$ cat config.mk
export PLATFORM = sky130hd
export DESIGN_NAME = block_motion_estimator
export DESIGN_NICKNAME = d
export VERILOG_FILES = /design/src/rtl/me_pkg.sv /design/src/rtl/me_pe.sv /design/src/rtl/block_motion_estimator.sv
export SDC_FILE = /design/constraint.sdc
export NUM_CORES = 2
export LEC_CHECK = 0
export CORE_UTILIZATION = 35
export DETAILED_ROUTE_END_ITERATION = 8
export SLEW_MARGIN = 0
export SYNTH_ARGS = -nofsm -noshare
export SYNTH_HDL_FRONTEND = slang
export SYNTH_SLANG_ARGS = --single-unit
$ cat constraint.sdc
create_clock -name clock -period 11 [get_ports clock]
set_clock_uncertainty 0.15 [all_clocks]
set_input_delay 1.1 -clock clock [delete_from_list [all_inputs] [get_ports clock]]
set_output_delay 1.1 -clock clock [all_outputs]
set_load 0.01 [all_outputs]
$ cat src/rtl/me_pkg.sv
// Shared constants and types for the full-search block motion estimator.
// The search runs 4112 cycles: 4096 pixel fetches plus 16 cycles to drain the PE skew.
package me_pkg;

    localparam int PIX_W        = 8;
    localparam int BLK          = 16;
    localparam int ACC_W        = 16;
    localparam int S_ROW_PITCH  = 32;
    localparam int TOTAL_CYCLES = 4112;
    localparam int CNT_W        = 13;  // has to reach TOTAL_CYCLES-1 = 4111

    typedef enum logic [1:0] {
        IDLE,
        RUN,
        DONE
    } state_e;

    function automatic logic [PIX_W-1:0] sat_pix(input logic [ACC_W-1:0] v);
        return (|v[ACC_W-1:PIX_W]) ? {PIX_W{1'b1}} : v[PIX_W-1:0];
    endfunction

endpackage

$ cat src/rtl/me_pe.sv
// One processing element: accumulates |R - S| for candidate column offset K
// over one 256-pixel pass and strobes done_o on the pass's last pixel.
module me_pe
    import me_pkg::*;
#(
    parameter int K = 0
) (
    input  logic             clock,
    input  logic             rst_n,
    input  logic             d_valid_i,
    input  logic [CNT_W-1:0] d_idx_i,
    input  logic [PIX_W-1:0] r_i,
    input  logic [PIX_W-1:0] s1_i,
    input  logic [PIX_W-1:0] s2_i,
    output logic [ACC_W-1:0] sad_o,
    output logic [3:0]       dy_o,
    output logic             done_o
);

    // Pixel number seen by this PE; the extra top bit flags d_idx_i < K.
    logic [CNT_W:0]   m;
    logic             active;
    logic             sel_s1;
    logic [PIX_W-1:0] s_pix;
    logic [PIX_W-1:0] diff;
    logic [ACC_W-1:0] acc_q;
    logic [ACC_W-1:0] sum;

    assign m      = {1'b0, d_idx_i} - (CNT_W+1)'(K);
    assign active = d_valid_i && (m[CNT_W:CNT_W-1] == 2'b00);

    // Columns to the left of K borrowed from the previous row: those come from port 2.
    if (K == 0) begin : g_sel_k0
        assign sel_s1 = 1'b1;
    end else begin : g_sel_kn
        assign sel_s1 = d_idx_i[3:0] >= 4'(K);
    end

    assign s_pix = sel_s1 ? s1_i : s2_i;
    assign diff  = (r_i >= s_pix) ? r_i - s_pix : s_pix - r_i;
    assign sum   = ((m[7:0] == 8'd0) ? '0 : acc_q) + ACC_W'(diff);

    always_ff @(posedge clock or negedge rst_n) begin
        if (!rst_n) begin
            acc_q <= '0;
        end else if (active) begin
            acc_q <= sum;
        end
    end

    assign sad_o  = sum;
    assign dy_o   = m[11:8];
    assign done_o = active && (m[7:0] == 8'hFF);

endmodule

$ cat src/rtl/block_motion_estimator.sv
// Full-search block matcher: sweeps 16x16 candidates of a 31x31 window with
// 16 skewed PEs and keeps the first candidate with the smallest SAD.
module block_motion_estimator
    import me_pkg::*;
(
    input  logic             clock,
    input  logic             rst_n,
    input  logic             start,
    input  logic [PIX_W-1:0] R,
    input  logic [PIX_W-1:0] S1,
    input  logic [PIX_W-1:0] S2,
    output logic [PIX_W-1:0] BestDist,
    output logic [3:0]       motionX,
    output logic [3:0]       motionY,
    output logic [7:0]       AddressR,
    output logic [9:0]       AddressS1,
    output logic [9:0]       AddressS2
);

    state_e           state_q;
    logic [CNT_W-1:0] c_q;
    logic [ACC_W-1:0] best_q;
    logic [PIX_W-1:0] best_dist_q;
    logic [3:0]       motion_x_q;
    logic [3:0]       motion_y_q;

    logic             run;
    logic [7:0]       q_row;
    logic [4:0]       s1_row;
    logic [4:0]       s2_row;
    logic             d_valid;
    logic [CNT_W-1:0] d_idx;

    logic [PIX_W-1:0] r_dly_q [BLK-1];
    logic [ACC_W-1:0] pe_sad  [BLK];
    logic [3:0]       pe_dy   [BLK];
    logic [BLK-1:0]   pe_done;

    logic             hit;
    logic [ACC_W-1:0] hit_sad;
    logic [3:0]       hit_dx;
    logic [3:0]       hit_dy;

    assign run    = (state_q == RUN);
    assign q_row  = c_q[11:4] - 8'd1;
    assign s1_row = {1'b0, c_q[11:8]} + {1'b0, c_q[7:4]};
    assign s2_row = {1'b0, q_row[7:4]} + {1'b0, q_row[3:0]};

    // Row pitch is 32, so row*32 + col is a concatenation; bit 4 adds the +16 for port 2.
    assign AddressR  = run ? c_q[7:0] : '0;
    assign AddressS1 = run ? {s1_row, 1'b0, c_q[3:0]} : '0;
    assign AddressS2 = run ? {s2_row, 1'b1, c_q[3:0]} : '0;

    // ROM data returning this cycle belongs to fetch index c_q - 1.
    assign d_valid = run && (c_q != '0);
    assign d_idx   = c_q - CNT_W'(1);

    // NOTE: pure datapath delay line, left without reset; each PE clears its
    // accumulator on pixel 0, by which time its tap holds valid data.
    always_ff @(posedge clock) begin
        r_dly_q[0] <= R;
        for (int k = 1; k < BLK-1; k++) begin
            r_dly_q[k] <= r_dly_q[k-1];
        end
    end

    for (genvar k = 0; k < BLK; k++) begin : g_pe
        logic [PIX_W-1:0] r_tap;
        if (k == 0) begin : g_tap0
            assign r_tap = R;
        end else begin : g_tapn
            assign r_tap = r_dly_q[k-1];
        end

        me_pe #(.K(k)) u_pe (
            .clock     (clock),
            .rst_n     (rst_n),
            .d_valid_i (d_valid),
            .d_idx_i   (d_idx),
            .r_i       (r_tap),
            .s1_i      (S1),
            .s2_i      (S2),
            .sad_o     (pe_sad[k]),
            .dy_o      (pe_dy[k]),
            .done_o    (pe_done[k])
        );
    end

    // The PE skew guarantees at most one done strobe per cycle.
    // NOTE: every output gets a default first so no latch is inferred.
    always_comb begin
        hit     = 1'b0;
        hit_sad = '0;
        hit_dx  = '0;
        hit_dy  = '0;
        for (int k = 0; k < BLK; k++) begin
            if (pe_done[k]) begin
                hit     = 1'b1;
                hit_sad = pe_sad[k];
                hit_dx  = 4'(k);
                hit_dy  = pe_dy[k];
            end
        end
    end

    // NOTE: all state here is updated with non-blocking assignments so every
    // register samples the pre-edge values of the others.
    always_ff @(posedge clock or negedge rst_n) begin
        if (!rst_n) begin
            state_q     <= IDLE;
            c_q         <= '0;
            best_q      <= '1;
            best_dist_q <= '1;
            motion_x_q  <= '0;
            motion_y_q  <= '0;
        end else begin
            case (state_q)
                IDLE: begin
                    if (start) begin
                        state_q     <= RUN;
                        c_q         <= '0;
                        best_q      <= '1;
                        best_dist_q <= '1;
                        motion_x_q  <= '0;
                        motion_y_q  <= '0;
                    end
                end
                RUN: begin
                    // Strict less-than keeps the earliest candidate on ties.
                    if (hit && (hit_sad < best_q)) begin
                        best_q      <= hit_sad;
                        best_dist_q <= sat_pix(hit_sad);
                        motion_x_q  <= hit_dx;
                        motion_y_q  <= hit_dy;
                    end
                    if (c_q == CNT_W'(TOTAL_CYCLES-1)) begin
                        state_q <= DONE;
                    end else begin
                        c_q <= c_q + CNT_W'(1);
                    end
                end
                DONE: begin
                    if (!start) begin
                        state_q <= IDLE;
                    end
                end
                default: state_q <= IDLE;
            endcase
        end
    end

    assign BestDist = best_dist_q;
    assign motionX  = motion_x_q;
    assign motionY  = motion_y_q;

endmodule

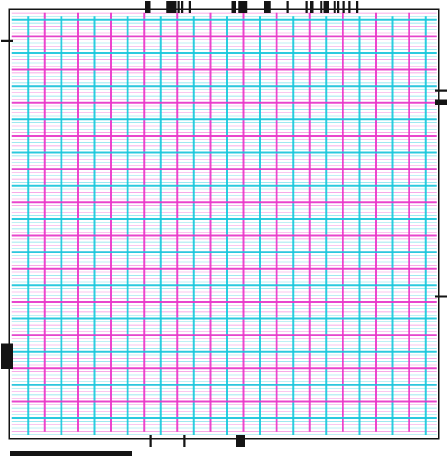
*Power grid*
Bar = 100 µm. Pins as bars on the die edge.
- magenta: VDD
- cyan: VSS
- met5 straps: 25
- rows: 127
- met4 straps: 25
- met1 rails: 128
core area: 120,300 µm²
Die X: 350.7 µm
die height: 350.7 µm

==> run_results.csv <==
group,metric,value,unit
run_status,status,"complete, no violations",
global_routing,antenna_found_initial,5,
hold_path,hold_path.class,"reg -> reg",
worst_setup_path,worstSetupEndpointType,"flop",
die,chip_area,123000,µm²
clock_network,cts_resized,0,
placed_design,place_ws,-62.35,ps
placed_design,dp_hpwl,124400,µm
worst_setup_path,cp-start-kind,"flop",
route,drc_errors,0,
sta,fin_hold_ws,198.2,ps
run,maxCapViolCount,0,
worst_setup_path,critPathSlowestCell,"a2111oi_2",
run,log.warning_count,161,
layout,areaGrowthSynthToFinish,12.06,%
sta,finalClockPeriodUsage,93.61,%
clock_network,h-tree-depth,2,
layout,stdcell_count,7036,
hold_path,holdPathStages,0,
worst_setup_path,regToRegSetupSlack,700,ps
route,drt_iter0_drc,3932,
worst_setup_path,worst_path_largest_cell_delay,700,ps
die,initial_utilization,35.38,%
sta,period_minus_slack,10300,ps
worst_setup_path,worst-path-max-fanout,14,
route,vias,39940,
route,wire_per_inst,22.38,µm
sta,setup_ws,702.5,ps
layout,fin_nets,5876,
global_routing,grt-ovfl-total,0,
route,dr.pass1.iters,6,
route,wl_met1,68670,µm
clock_network,cts_num_sinks,423,
global_routing,grt_max_degree,98,
route,top_layer_used,"met5",
hold_path,hp-start,"r_dly_q[0][56]$_DFF_P_",
hold_path,holdPathEnd,"r_dly_q[1][0]$_DFF_P_",
logic_synthesis,postSynthAreaPerCell,8.002,µm²
clock_network,postCtsSetupBuffers,0,
sta,tns,0,ps
global_routing,grt_pass1_wl,235600,µm
sta,slew_headroom,12.06,%
worst_setup_path,r2r-end,"BestDist[1]$_DFFE_PN1P_",
logic_synthesis,synth_cells,5319,
sta,worst_pin_slew,1310,ps
die,ios,71,
worst_setup_path,crit_type,"reg -> reg",
logic_synthesis,ys_seq_share,23.53,%
logic_synthesis,yosys_area,42560,µm²
clock_network,cts-root-buf,"clkbuf_16",
placed_design,place_area,45790,µm²
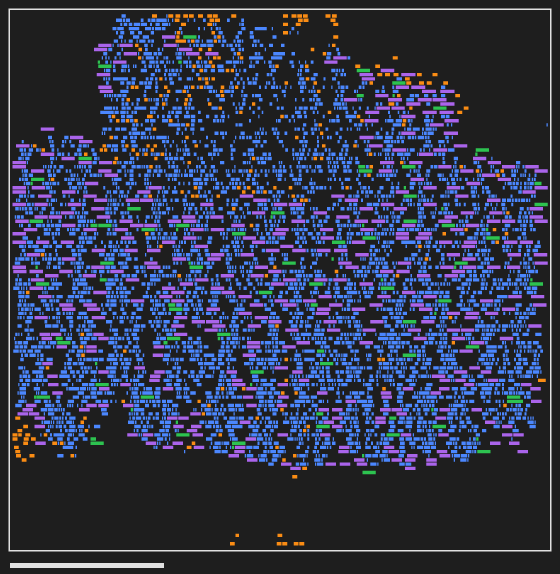
*Cells colored by class*
Bar = 100 µm.
- purple: sequential cells (cells 423; share of their area 22%)
- orange: remaining buffers and delay cells (cells 261; share of their area 4.7%)
- blue: combinational and other logic (cells 4,642; share of their area 70%)
- green: clock drivers and dummy loads (cells 97; share of their area 3.7%)
num rows: 127
post-layout util: 39.65%
register share of the cell area: 21.00%
final instance area: 47,700 µm²

-- per-layer routing --
layer	GRT usage (%)	vias up
met5	0	-
met3	4.574	236
met4	8.012	4
met2	40.25	1477
met1	33.80	19370
li1	-	18850
-- sequential cells by signal, summed over array words and instances (netlist names) --
signal           flops
state_q              2
g_pe.u_pe.acc_q    256
BestDist             8
r_dly_q            120
motionY              4
c_q                 13
motionX              4
best_q              16
-- critical path, delay by kind of cell (launching register included) --
family | cells | cell delay, ps
xor gates and xnor gates | 2 | 330
AOI/OAI and AO/OA | 19 | 4260
adders and majority gates | 4 | 1250
DFF | 1 | 390
and+or+nand+nor | 8 | 2060
muxes | 2 | 720
buffers and inverters | 5 | 1030
-- kinds of logic after synthesis --
| group | after synthesis | synth area share [%] |
|---|---|---|
| multiplexers | 257 | 6.552 |
| AND-OR/OR-AND | 1439 | 21.75 |
| buffers and inverters | 685 | 6.217 |
| other | 1 | 0.008810 |
| XOR/XNOR | 394 | 8.254 |
| adder cells (fa/ha/maj) | 468 | 14.64 |
| AND/OR/NAND/NOR | 1652 | 19.05 |
| flip-flops | 423 | 23.53 |
-- final cells by class --
cell class / instances / area (µm²)
Antenna cell: 1 / 2.502
Fill cell: 12340 / 72590
Inverter: 431 / 1618
Clock buffer: 84 / 1595
Timing Repair Buffer: 261 / 2157
Tap cell: 1612 / 2017
Sequential cell: 423 / 10010
Clock inverter: 13 / 100.1
Multi-Input combinational cell: 4211 / 30190
